<file path="src/rtl/evm_ballot_unit.sv">
// Voter-side ballot unit: synchronises and debounces the presiding-officer and
// candidate buttons, enforces one ballot per admin enable, and drives the
// single-cycle admin/vote strobes plus the voter-panel indicators.
module evm_ballot_unit #(
    parameter int unsigned DEBOUNCE_CYCLES = 4,
    parameter int unsigned TIMEOUT_CYCLES  = 64
) (
    input  logic clk,
    input  logic reset,
    input  logic admin_btn,
    input  logic c1_btn,
    input  logic c2_btn,
    output logic admin_pulse,
    output logic vote_c1,
    output logic vote_c2,
    output logic ballot_ready,
    output logic led1,
    output logic led2,
    output logic invalid,
    output logic timeout
);

    localparam int unsigned CW = (DEBOUNCE_CYCLES > 1) ? $clog2(DEBOUNCE_CYCLES) : 1;
    localparam int unsigned TW = $clog2(TIMEOUT_CYCLES);
    localparam logic [CW-1:0] CNT_LAST = CW'(DEBOUNCE_CYCLES - 1);
    localparam logic [TW-1:0] TMR_LAST = TW'(TIMEOUT_CYCLES - 1);

    // Button index: 0 = admin, 1 = candidate 1, 2 = candidate 2
    logic [2:0]    raw;
    logic [2:0]    sync1_q;
    logic [2:0]    sync2_q;
    logic [2:0]    level_q;
    logic [2:0]    level_prev_q;
    logic [2:0]    press;
    logic [CW-1:0] cnt_q [3];

    typedef enum logic [1:0] {StIdle, StArmed, StDone} state_e;
    state_e        state_q;
    state_e        state_d;
    logic [TW-1:0] timer_q;
    logic [TW-1:0] timer_d;

    logic cand_ev;
    logic spoiled;
    logic expire;
    logic admin_pulse_d;
    logic vote_c1_d;
    logic vote_c2_d;
    logic ready_d;
    logic led1_d;
    logic led2_d;
    logic invalid_d;
    logic timeout_d;

    assign raw     = {c2_btn, c1_btn, admin_btn};
    assign press   = level_q & ~level_prev_q;
    assign cand_ev = press[1] | press[2];
    // Both candidate levels high means either a simultaneous press or a press
    // while the other button was already held: the ballot is spoiled.
    assign spoiled = level_q[1] & level_q[2];
    assign expire  = (timer_q == TMR_LAST);

    // Two-flop synchronisers for the asynchronous buttons
    always_ff @(posedge clk or posedge reset) begin
        if (reset) begin
            sync1_q <= '0;
            sync2_q <= '0;
        end else begin
            sync1_q <= raw;
            sync2_q <= sync1_q;
        end
    end

    // Debouncers: accept a level change after DEBOUNCE_CYCLES differing samples
    always_ff @(posedge clk or posedge reset) begin
        if (reset) begin
            level_q      <= '0;
            level_prev_q <= '0;
            for (int i = 0; i < 3; i++) begin
                cnt_q[i] <= '0;
            end
        end else begin
            level_prev_q <= level_q;
            for (int i = 0; i < 3; i++) begin
                if (sync2_q[i] == level_q[i]) begin
                    cnt_q[i] <= '0;
                end else if (cnt_q[i] == CNT_LAST) begin
                    level_q[i] <= sync2_q[i];
                    cnt_q[i]   <= '0;
                end else begin
                    cnt_q[i] <= cnt_q[i] + CW'(1);
                end
            end
        end
    end

    // Ballot FSM state register
    always_ff @(posedge clk or posedge reset) begin
        if (reset) begin
            state_q <= StIdle;
        end else begin
            state_q <= state_d;
        end
    end

    // Ballot FSM next-state logic; a vote on the expiry cycle beats the timeout
    always_comb begin
        state_d = state_q;
        unique case (state_q)
            StIdle, StDone: begin
                if (press[0]) begin
                    state_d = StArmed;
                end
            end
            StArmed: begin
                if (cand_ev) begin
                    state_d = StDone;
                end else if (expire) begin
                    state_d = StIdle;
                end
            end
            default: state_d = StIdle;
        endcase
    end

    // Next values for the registered outputs and the ballot timer
    always_comb begin
        admin_pulse_d = 1'b0;
        vote_c1_d     = 1'b0;
        vote_c2_d     = 1'b0;
        timeout_d     = 1'b0;
        ready_d       = ballot_ready;
        led1_d        = led1;
        led2_d        = led2;
        invalid_d     = invalid;
        timer_d       = timer_q;
        unique case (state_q)
            StIdle, StDone: begin
                if (press[0]) begin
                    admin_pulse_d = 1'b1;
                    led1_d        = 1'b0;
                    led2_d        = 1'b0;
                    invalid_d     = 1'b0;
                    ready_d       = 1'b1;
                    timer_d       = '0;
                end
            end
            StArmed: begin
                timer_d = timer_q + TW'(1);
                if (cand_ev) begin
                    ready_d = 1'b0;
                    if (spoiled) begin
                        invalid_d = 1'b1;
                    end else if (press[1]) begin
                        vote_c1_d = 1'b1;
                        led1_d    = 1'b1;
                    end else begin
                        vote_c2_d = 1'b1;
                        led2_d    = 1'b1;
                    end
                end else if (expire) begin
                    timeout_d = 1'b1;
                    ready_d   = 1'b0;
                end
            end
            default: ;
        endcase
    end

    // Output and timer registers
    always_ff @(posedge clk or posedge reset) begin
        if (reset) begin
            admin_pulse  <= 1'b0;
            vote_c1      <= 1'b0;
            vote_c2      <= 1'b0;
            timeout      <= 1'b0;
            ballot_ready <= 1'b0;
            led1         <= 1'b0;
            led2         <= 1'b0;
            invalid      <= 1'b0;
            timer_q      <= '0;
        end else begin
            admin_pulse  <= admin_pulse_d;
            vote_c1      <= vote_c1_d;
            vote_c2      <= vote_c2_d;
            timeout      <= timeout_d;
            ballot_ready <= ready_d;
            led1         <= led1_d;
            led2         <= led2_d;
            invalid      <= invalid_d;
            timer_q      <= timer_d;
        end
    end

endmodule

</file>
<file path="config.mk">
export PLATFORM = sky130hd
export DESIGN_NAME = evm_ballot_unit
export DESIGN_NICKNAME = d
export VERILOG_FILES = /design/src/rtl/evm_ballot_unit.sv
export SDC_FILE = /design/constraint.sdc
export NUM_CORES = 1
export LEC_CHECK = 0
export CELL_PAD_IN_SITES_DETAIL_PLACEMENT = 0
export CELL_PAD_IN_SITES_GLOBAL_PLACEMENT = 1
export CORE_UTILIZATION = 40
export CTS_CLUSTER_SIZE = 14
export DETAILED_ROUTE_END_ITERATION = 8
export PLACE_DENSITY = 0.81
export SLEW_MARGIN = 25
export SYNTH_ARGS = -nofsm -noshare
export SYNTH_HDL_FRONTEND = slang
export SYNTH_SLANG_ARGS = --single-unit
export TNS_END_PERCENT = 5
</file>
<file path="constraint.sdc">
create_clock -name clk -period 1.2 [get_ports clk]
set_input_delay 0.24 -clock clk [delete_from_list [all_inputs] [get_ports clk]]
set_output_delay 0.24 -clock clk [all_outputs]
set_load 0.005 [all_outputs]
</file>
### Routed metal, one colour a layer, run 1

Scale: 6 px per um. Two of the layers only.
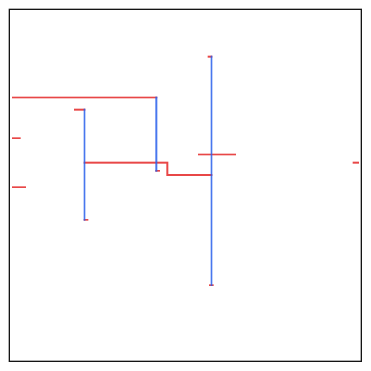
legend:
  blue:
    layer: met4
    wire_length: 68.7 um
  red:
    layer: met3
    wire_length: 59.6 um
GRT Resource Usage Total: 15.73%
DR WL/cell: 12.58 um
final wirelength: 2152 um

### I/O nets highlighted, run 1

Scale: 8 px per um.
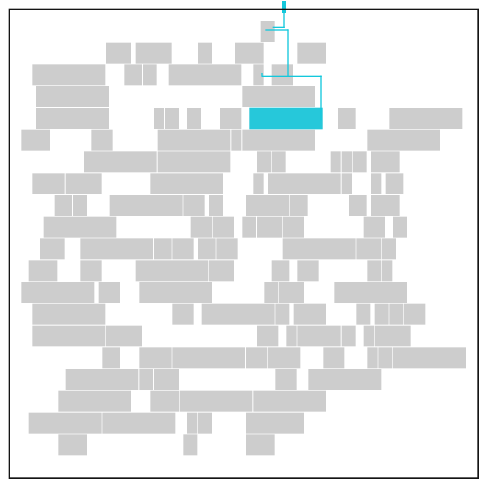
legend:
  cyan:
    port: `ballot_ready`
    direction: output
    edge: top
    end_cells: 1
    buffers: 1
    wire: 24.9 um
port bufs: 12
IO Pins: 13

### Wire density map, run 1

Scale: 6 px per um. The die is cut into 12 by 12 equal tiles; dark blue is low, red is high, scaled to the fullest tile. Values are wire area over tile area, all layers added.
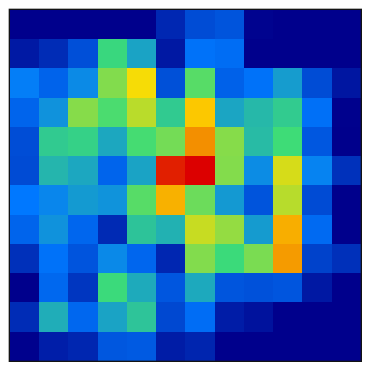
nearly empty tiles: 19%
tiles over half the peak: 18%
densest ninth of the die: centre
fullest tile: 0.37
mean over tiles: 0.099
vias after detailed routing: 834

-- run 1: cells in the final DEF, fill, tap and decap left out, types with 2 or more instances in the layout --
cell type        instances
a21o_1                   2
nor2b_1                  3
mux2_2                   2
nor4_1                   2
clkdlybuf4s50_1          4
ha_1                     4
buf_4                    9
clkdlybuf4s15_1          4
inv_2                    3
nand2_1                  7
nand2b_1                 2
dfrtp_1                 34
o21ai_0                  3
clkbuf_4                 5
nand3_1                  4
xnor2_1                  3
nor3_1                   6
clkinv_2                 2
nand4_1                  2
a22o_1                   2
clkbuf_2                 4
inv_1                    2
a21oi_1                  3
o21ai_1                  2
-- run 1: through the flow --
stage / std cells / util [%]
2_1_floorplan: 100 / -
3_3_place_gp: 164 / 50.66
3_5_place_dp: 164 / 50.66
4_1_cts: 171 / 52.31
5_1_grt: 171 / 52.07
6_report: 171 / 52.07
-- run 1: area by class of cell --
class | instances | share of cell area, %
sequential | 34 | 53.97
multi-input combinational | 58 | 25.71
timing repair buffer | 23 | 12.62
tap | 44 | 3.492
clock buffer | 5 | 2.381
inverter | 5 | 1.190
clock inverter | 2 | 0.6349
-- run 1: how the worst max path moves through the flow --
stage | start | to | slack, ps | depth (start not counted)
6_report | level_prev_q[0] | timer_q[3] | -110 | 3
5_1_grt | level_prev_q[0] | timer_q[3] | -150 | 3
4_1_cts | level_prev_q[0] | invalid | -110 | 3
3_5_place_dp | level_prev_q[0] | invalid | -90 | 3
3_3_place_gp | level_prev_q[0] | timer_q[3] | -70 | 3
2_1_floorplan | level_q[0] | timer_q[3] | -60 | 3
-- run 1: routing by layer --
layer  global-route usage [%]  routed length [um]
met1                    17.57                 945
met2                    26.27                1078
met3                    3.956                  59
met4                    11.22                  68
met5                        0                   0
-- run 1: critical path: cells and delay by family, from the launching register on --
kind | cells | cell delay (ps)
AND/OR/NAND/NOR | 1 | 400
flip-flops | 1 | 390
multiplexers | 1 | 270
AND-OR/OR-AND | 1 | 150
-- run 1: repair_timing --
action / in CTS / in global routing
gates resized: 17 / 9
setup endpoints to repair: 17 / 17
hold buffers: 0 / 0
-- run 1: registers in the layout (all words and copies together), names as in the netlist --
signal and count:
cnt_q 6, timer_q 6, level_prev_q 3, level_q 3, sync1_q 3, sync2_q 3, state_q 2, admin_pulse 1
ballot_ready 1, invalid 1, led1 1, led2 1, timeout 1, vote_c1 1, vote_c2 1
-- run 1: where the power goes --
group / total [uW] / switching [uW] / internal, uW
registers: 1730 / 229 / 1500
logic: 1260 / 594 / 661
clock network: 576 / 365 / 210
total: 3560 / 1190 / 2370
-- run 1: logic make-up after synthesis --
family / count (synthesis) / synth area share (%)
AND/OR/NAND/NOR: 29 / 11.89
AND-OR/OR-AND: 18 / 9.332
flip-flops: 34 / 66.80
buffers and inverters: 8 / 2.554
multiplexers: 4 / 3.438
XOR/XNOR: 3 / 2.063
adder cells (fa/ha/maj): 4 / 3.929
==> CHANGELOG.md, run 1 <==
## Flow update

* Status: finished, violations left
* Failing checks: negative setup slack
* Synth Register Bits at 34
* Die width at ~58 um
* Unrepaired setup endpoints after global routing: yes
* Final hold viol count at 0
* DR vias/cell at 4.877
* Post-synth cell types at 29
* Pre-Repair DR Iteration Count at 4
* Worst Setup End Kind: register
* Top cells by count, synth: dfrtp_1, nand2_1, nor3_1
* Reg2reg setup slack at -110 ps
* Post-Syn Area at 0.001274 sq mm
* Post-CTS setup buffer count at 0
* Worst setup margin at -109.1 ps
* Worst R2R Start: level_prev_q[0]
* Tcrit/Tclk final at 109.1%
* Layout fillers at 276
* Synth area leader: dfrtp_1
* N_diodes at 0
* Dominant cell area share at 66.80%
* Vias in the first global route at 857
* Area growth, synth to finish at 23.77%
* Setup_tns at -316.5 ps
* Startpoint types: register
* CP max-delay cell: or3b_4
* FMAX at 763.9 MHz
* Pleak at 0.0007606 uW
* Area after DPL at 0.001534 sq mm
* Final setup viols at 6
* YS warnings at 0
* Dpl ws at -92.22 ps
* Synth Net Count at between 100 and 150
* Cell area leaders: dfrtp_1, ha_1, mux2_2
* Max VDD drop at ~1200 uV
* DRT iter0 DRCs at 17
* DRC at 0
* GP Congestion at roughly 0.75
* Worst slew margin at a little over four fifths
* Final Critical Period at ~1300 ps
* Congestion Overflow GR at 0
==> run 1 -> run 2 <==
- CORE_UTILIZATION: 40 -> 44
- PLACE_DENSITY: 0.81 -> 0.84
- clock period: 1.2 -> 1.4 ns (I/O delays scaled with it)
==> run 2 against run 1 <==
The run now ends clean. Critical path type unchanged. Critical path depth stayed put. Non-clock buffer count is 7 lower. Sequential power is 13% lower. Total power is 14% lower. Via count is 2.5% lower. Core utilization is 3.7 points higher. Final area is 2.5% lower. Clock skew is 3.8 ps lower. Wire length is 13% lower. Global-route usage is 0.93 points lower. Largest power group unchanged. Critical endpoint unchanged.
==> CHANGELOG.md, run 2 <==
## Flow update

* Worst R2R Start: state_q[0] (was level_prev_q[0])
* Floorplan Utilization at 46.19% (was 42.07%)
* Die extent in y at 55.81 um (was 58.43 um)
* Crit path kind: reg2reg (unchanged)
* Worst slew margin at 79.41% (was 83.50%)
* Dominant cell area share at 66.80% (unchanged)
* Max VDD drop at 1213 uV (was 1160 uV)
* Top cells by count, synth: dfrtp_1, nand2_1, nor3_1 (unchanged)
* Layout fillers at 247 (was 276)
* GRT Resource Usage Total at 14.80% (was 15.73%)
* Tcrit/Tclk final at 96.46% (was 109.1%)
* Post-synth cell types at 29 (unchanged)
* Synth area leader: dfrtp_1 (unchanged)
* Cell area leaders: dfrtp_1, ha_1, mux2_2 (unchanged)
* Vias after detailed routing at 813 (was 834)
* Setup_tns at 0 ps (was -316.5 ps)
* Ys flop type: dfrtp_1 (unchanged)
* Congestion Overflow GR at 0 (unchanged)
* Final hold viol count at 0 (unchanged)
* Worst Setup End Kind: register (unchanged)
* Peak fanout along the critical path at 4 (was 2)
* Largest net degree at the start of global routing at 35 (unchanged)
* Clock root buffer: clkbuf_4 (unchanged)
* Detailed Place HPWL at 1295 um (was 1553 um)
* Top cells excl fill/tap: dfrtp_1, dlygate4sd2_1, nand2_1 (was dfrtp_1, buf_4, nand2_1)
* Routed length on met1 at 887 um (was 945 um)
* WP data required at 1630 ps (was 1440 ps)
* Routed wl met2 at 825 um (was 1078 um)
* Share of layout cells above drive strength 1 at 15.70% (was 24.41%)
* H-tree depth at 2 (unchanged)
* Unrepaired setup endpoints after global routing: yes (unchanged)
* Regs by FF count: cnt_q (6), timer_q (6) (unchanged)
* Die width at 55.81 um (was 58.43 um)
* Die area at 0.003114 sq mm (was 0.003414 sq mm)
* DRC at 0 (unchanged)
* Met3 wire len at 86 um (was 59 um)
* Synth Net Count at 109 (unchanged)
* Pre-Repair DR Iteration Count at 4 (unchanged)
* Synth Register Bits at 34 (unchanged)
* Syn avg cell area at 12.74 sq um (unchanged)
* Final std cells w/o fill at 152 (was 171)
* TritonCTS Sinks at 34 (unchanged)
* YS warnings at 0 (unchanged)
* N_diodes at 0 (unchanged)
* Startpoint types: register (unchanged)
* Dpl cells at 144 (was 164)
* Status: complete, no violations (was finished, violations left)
* Slew @ Worst Pin at 305.6 ps (was 245.6 ps)
* OpenROAD warning count at 27 (was 29)
* DRT iter0 DRCs at 24 (was 17)
* Final wirelength at 1862 um (was 2152 um)
* Most common logic cell in the routed design: dfrtp_1 (unchanged)
* Reg2reg setup slack at 50 ps (was -110 ps)
* Pleak at 0.0007550 uW (was 0.0007606 uW)
* Final Critical Period at 1350 ps (was 1309 ps)
* Critical path arrival at 1580 ps (was 1550 ps)
* Global-route wire length before repair at 3387 um (was 3760 um)
* GP Congestion at 0.7145 (was 0.7542)
* Site Rows at 19 (was 20)
* FMAX at 740.5 MHz (was 763.9 MHz)
* Ys cells at 100 (unchanged)
* Vias in the first global route at 754 (was 857)
* Hold Crit Class: in2async (unchanged)
* Max Used Layer: met4 (unchanged)
* Area growth, synth to finish at 20.73% (was 23.77%)
* Hold Buf Count CTS at 0 (unchanged)
* Post-Syn Area at 0.001274 sq mm (unchanged)
* Final setup viols at 0 (was 6)
* Number of enable flip-flop cells at 0 (unchanged)
* IO Pins at 13 (unchanged)
* DR WL/cell at 12.25 um (was 12.58 um)
* Port bufs at 12 (unchanged)
* DR vias/cell at 5.349 (was 4.877)
[run 2: cells by family (layout without fill, tap and decap cells)]
kind of cell / Yosys count / after routing / synth area share (%)
compound gates: 18 / 18 / 9.332
xor+xnor: 3 / 3 / 2.063
fa+ha+maj: 4 / 4 / 3.929
buf+inv: 8 / 29 / 2.554
flops: 34 / 34 / 66.80
mux: 4 / 4 / 3.438
simple gates: 29 / 29 / 11.89
[run 2: worst max-delay path by stage]
| stage | from | slack (ps) | end |
|---|---|---|---|
| final | state_q[0] | 50 | timer_q[3] |
| after global routing | state_q[0] | -0.04 | timer_q[3] |
| after CTS | state_q[1] | 50 | led2 |
| after detailed placement | state_q[0] | 60 | timer_q[3] |
| after global placement | state_q[0] | 90 | timer_q[3] |
| after floorplan | state_q[0] | 120 | timer_q[3] |
[run 2: final cells by class]
| cell class | count | share of cell area (%) |
|---|---|---|
| Timing Repair Buffer | 16 | 9.927 |
| Inverter | 5 | 1.221 |
| Clock inverter | 3 | 2.604 |
| Clock buffer | 5 | 2.441 |
| Multi-Input combinational cell | 58 | 25.96 |
| Sequential cell | 34 | 55.33 |
| Tap cell | 31 | 2.522 |
[run 2: critical path: stages (launching register included)]
cell,delay (ps)
dfrtp_1,420
or3b_1,400
mux2_2,270
a21o_1,170
[run 2: per-layer routing]
layer | track usage, % | vias up
met5 | 0 | -
met4 | 10.71 | 0
li1 | - | 387
met3 | 4.884 | 8
met1 | 18.62 | 396
met2 | 21.34 | 22
[run 2: per-stage QoR]
step                utilization [%]  hold WS [ps]  cell area (sq um)  total power (uW)  setup WS [ps]
floorplan                         -         311.4               1274              2080          116.4
global placement              52.99         331.3               1461              2403          89.47
detailed placement            52.99         340.4               1461              2447          63.06
CTS                           55.44         280.9               1529              3087          45.85
global route                  55.76         316.3               1538              3295       -0.03797
finish                        55.76         284.1               1538              3061          49.60
[run 2: report_power, final]
part	switching (uW)	internal, uW
Sequential	217	1280
Combinational	435	441
Clock	313	370
[run 2: timing repair]
item	CTS	global route
setup buffers	0	0
gates resized	8	2
endpoints found under the setup margin	8	3
### I/O nets highlighted, run 2

Scale: 8 px per um.
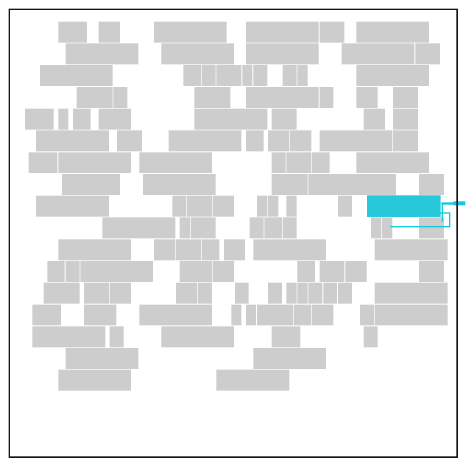
legend:
  cyan:
    port: `ballot_ready`
    direction: output
    edge: right
    end_cells: 1
    buffers: 1
    wire: 14.0 um

### Where the registers sit, run 2

Scale: 10 px per um. Other sequential cells in the stronger grey, the rest of the logic in the fainter grey.
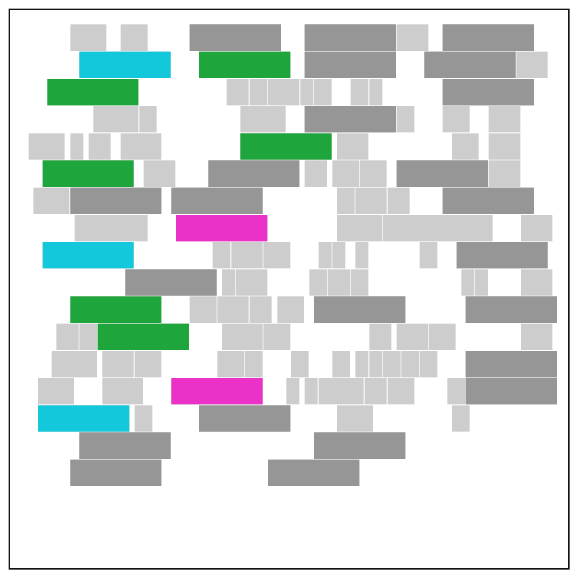
legend:
  green:
    netlist_name: `cnt_q`
    sequential_cells: 6
  magenta:
    netlist_name: `state_q`
    sequential_cells: 2
  cyan:
    netlist_name: `sync1_q`
    sequential_cells: 3
not coloured: 23
Flop area: 850.8 sq um
final core utilization: 55.76%
Seq. pwr: 1500 uW
sequential cell area share: 55.33%

Power and IR drop assume default switching activity.
